### I/O pins on the die edge

Pins as bars across the die edge, other pins in grey.
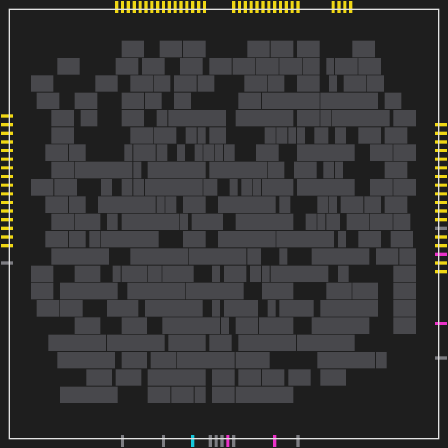
### Routed clock nets over the placement

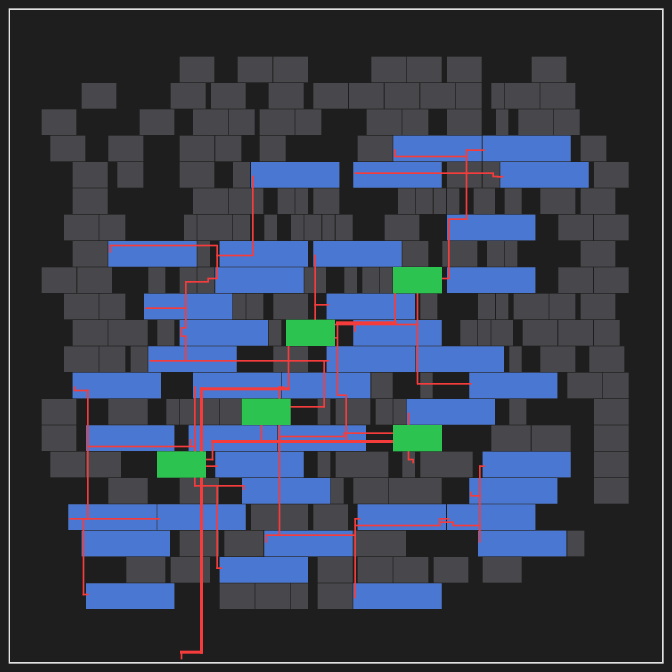
### Placed cells, one colour a class

The bar under the picture is 20 um long.
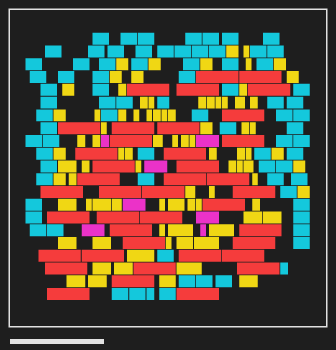
### Cell sizes after repair

The bar under the picture is 20 um long.
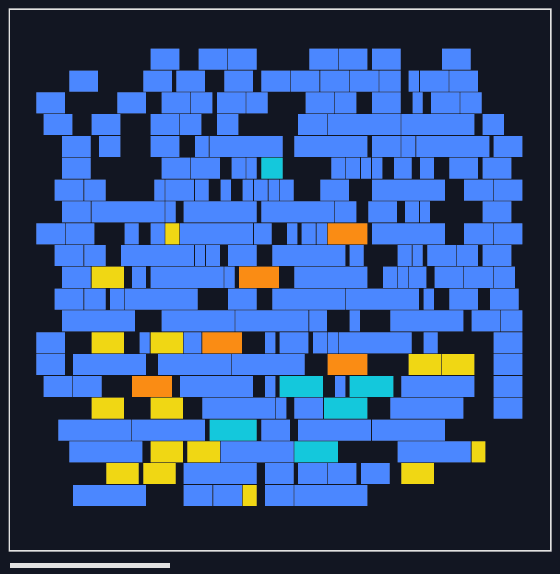
## config.mk

```make
export PLATFORM = sky130hd
export DESIGN_NAME = flag_pipe_unit
export DESIGN_NICKNAME = d
export VERILOG_FILES = /design/src/rtl/flag_pipe_unit.sv
export SDC_FILE = /design/constraint.sdc
export NUM_CORES = 1
export LEC_CHECK = 0
export CORE_MARGIN = 3
export CORE_UTILIZATION = 43
export DETAILED_ROUTE_END_ITERATION = 7
export PLACE_DENSITY = 0.81
export SLEW_MARGIN = 20
export SYNTH_ARGS = -nofsm -noshare
export SYNTH_HDL_FRONTEND = slang
export SYNTH_SLANG_ARGS = --single-unit
```

## constraint.sdc

```tcl
create_clock -name clk -period 2.8 [get_ports clk]
set_input_delay 0.42 -clock clk [delete_from_list [all_inputs] [get_ports clk]]
set_output_delay 0.42 -clock clk [all_outputs]
set_load 0.01 [all_outputs]
```

## src/rtl/flag_pipe_unit.sv

```systemverilog
// flag_pipe_unit: registered FANIN-ary zero-detect tree carrying N/C/V/set_flags, committing NZCV flags.
// Optional FLAG_BYPASS_EN forwards a same-cycle commit straight onto flags.
module flag_pipe_unit #(
  parameter int WIDTH = 64,
  parameter int FANIN = 4
) (
  input  logic             clk,
  input  logic             reset_n,
  input  logic             in_valid,
  input  logic [WIDTH-1:0] result,
  input  logic             carry_in,
  input  logic             overflow_in,
  input  logic             set_flags,
  input  logic             stall,
  input  logic             flush,
  output logic             out_valid,
  output logic             zero_out,
  output logic             neg_out,
  output logic [3:0]       flags
);

  function automatic int calc_levels(input int w, input int f);
    int     l;
    longint span;
    l    = 1;
    span = longint'(f);
    while (span < longint'(w)) begin
      span = span * longint'(f);
      l++;
    end
    return l;
  endfunction

  localparam int LEVELS = calc_levels(WIDTH, FANIN);
  localparam int PAD_W  = FANIN ** LEVELS;

  logic [PAD_W-1:0]  padded;
  logic [LEVELS-1:0] vld;
  logic [LEVELS-1:0] neg_p;
  logic [LEVELS-1:0] car_p;
  logic [LEVELS-1:0] ovf_p;
  logic [LEVELS-1:0] sf_p;
  logic [3:0]        flag_reg;
  logic [3:0]        flag_next;
  logic              commit;

  // Zero padding NORs to 1 and so acts as the all-ones tie-off in the AND levels.
  assign padded = PAD_W'(result);

  for (genvar lv = 0; lv < LEVELS; lv++) begin : lvl
    localparam int N = FANIN ** (LEVELS - 1 - lv);
    logic [N-1:0] node;
    logic [N-1:0] nxt;

    if (lv == 0) begin : g_nor
      always_comb begin
        nxt = '0;
        for (int unsigned g = 0; g < N; g++) begin
          nxt[g] = ~|padded[g*FANIN +: FANIN];
        end
      end
    end else begin : g_and
      logic [N*FANIN-1:0] prev;
      assign prev = lvl[lv-1].node;
      always_comb begin
        nxt = '0;
        for (int unsigned g = 0; g < N; g++) begin
          nxt[g] = &prev[g*FANIN +: FANIN];
        end
      end
    end

    always_ff @(posedge clk or negedge reset_n) begin
      if (!reset_n) begin
        node <= '0;
      end else if (!stall) begin
        node <= nxt;
      end
    end
  end

  always_ff @(posedge clk or negedge reset_n) begin
    if (!reset_n) begin
      vld   <= '0;
      neg_p <= '0;
      car_p <= '0;
      ovf_p <= '0;
      sf_p  <= '0;
    end else begin
      if (flush) begin
        vld <= '0;
      end else if (!stall) begin
        vld[0] <= in_valid;
        for (int unsigned i = 1; i < LEVELS; i++) begin
          vld[i] <= vld[i-1];
        end
      end
      if (!stall) begin
        neg_p[0] <= result[WIDTH-1];
        car_p[0] <= carry_in;
        ovf_p[0] <= overflow_in;
        sf_p[0]  <= set_flags;
        for (int unsigned i = 1; i < LEVELS; i++) begin
          neg_p[i] <= neg_p[i-1];
          car_p[i] <= car_p[i-1];
          ovf_p[i] <= ovf_p[i-1];
          sf_p[i]  <= sf_p[i-1];
        end
      end
    end
  end

  assign out_valid = vld[LEVELS-1];
  assign zero_out  = lvl[LEVELS-1].node[0];
  assign neg_out   = neg_p[LEVELS-1];

  assign commit    = out_valid & sf_p[LEVELS-1] & ~stall & ~flush;
  assign flag_next = {neg_out, zero_out, car_p[LEVELS-1], ovf_p[LEVELS-1]};

  always_ff @(posedge clk or negedge reset_n) begin
    if (!reset_n) begin
      flag_reg <= '0;
    end else if (commit) begin
      flag_reg <= flag_next;
    end
  end

`ifdef FLAG_BYPASS_EN
  always_comb flags = commit ? flag_next : flag_reg;
`else
  always_comb flags = flag_reg;
`endif

endmodule

```

==> results.ini <==
[cells_and_area]
signal_buffers=79
final_area_sq_um=2500
largest_cell_class=flip-flops and latches
layout_top_cell=clkdlybuf4s50_1
seq_share_pct=40.0
n_clock_buffer=6
n_antenna_cell=0
fill_cells=262
syn_to_final_growth_pct=54.7
inverters=0
fin_cells=258
seq_area_sq_um=1000
clk_share_pct=3.10
nFlopsAndLatches=40
regMostFlops=lvl.node

[sta]
holdWs_ns=0.243
setup_viol=0
fmax_mhz=612
worstMarginPinSlew_ns=0.848
finalWorstSetupSlack_ns=1.17
maxSlewHeadroom_pct=43.5
setup-tns-final_ns=0
hold_violations=0
skew_ns=0.00465
period_needed_ns=1.63

[power]
pg_seq_w=0.000638
combPwrFrac_pct=15.6
power_density_nw_per_um2=465
powerClk_w=0.000344

[yosys]
synthTopLogicFamily=simple AND/OR/NAND/NOR gates
synthArstFlopShare_pct=100
ff_type=dfrtp_1
synthAdderAreaFrac_pct=0
topCellsByArea=dfrtp_1, mux2_2, or4_1
ys_ff=40
ys.warnings.count=0
yosys-stat-area_sq_um=1620
synth_nets=204
ys_seq_share_pct=61.9
top_area_share_pct=61.9
synth-edff-count=0
syn_area_sq_um=1620
synth_cells=132
synth.distinct_cells=13
xor_area_share_pct=0
synthTopCellsByCount=dfrtp_1, nand2_1, o21ai_1, or4_1, mux2_2

[route]
drt-initial-drc-count=38
route.vias.total=1287
top_layer=met4
dr.pass1.iters=4
wl_per_cell_um=13.9
routed_wl_mm=3.59

[worst_setup_path]
critPathSlowestCell=clkdlybuf4s50_1
arrival_ns=1.21
crit_chain=clkdlybuf4s50_1
required_ns=2.38
cp-startpoint=zero_out
rr_worst_depth=2
slowest_delay_ns=0.56
critPathBufInv=1
path_class=reg -> out
critPathLaunchType=flop

[global_routing]
antenna_found_initial=0
gr-total-overflow=0
grt_max_degree=41
use_met1_pct=17.9
grtUsageTotal_pct=16.6

[clock_tree]
insertion_delay_ns=0.28
cts-resized-gates=0
post_cts_buffers=0

[die]
chip_area_sq_um=4530
n_tap_cell=46
coreArea_sq_um=3470
io_pins=79
die_x_um=67.3

[flow_run]
maxCapViolations=0

[placed_design]
dp_slack_ns=1.09
place_inst=251
gp_congestion=0.869
place.detailed.hpwl_mm=2.94

[status]
outcome=finished clean

[worst_hold_path]
hold_class=in -> async

Notes on 'I/O pins on the die edge' above:
- yellow: `result` (pins 64; direction input; edge 32 top, 16 left, 16 right)
- magenta: `flags` (pins 4; direction output; edge 2 bottom, 2 right)
- cyan: `carry_in` (pins 1; direction input; edge bottom)
- all pins by edge: 32 top, 20 right, 17 left, 10 bottom

Notes on 'Routed clock nets over the placement' above:
- green: cells driving clock nets (count 5)
- red: clock wires (length 403 um)
- blue: flip-flops (count 40)
- routed clock nets: 6

Notes on 'Placed cells, one colour a class' above:
- red: flops (cells 40)
- magenta: clock drivers and dummy loads (cells 7)
- yellow: all other logic (cells 86)
- cyan: other buffers and delay cells (cells 79)

Notes on 'Cell sizes after repair' above:
- orange: drive 6 and up (cells 5; most used clkbuf_8)
- cyan: drive 3 to 4 (cells 6; most used mux2_4)
- yellow: drive 2 (cells 15; most used mux2_2)
- blue: drive 1 or less (cells 186; most used clkdlybuf4s50_1)

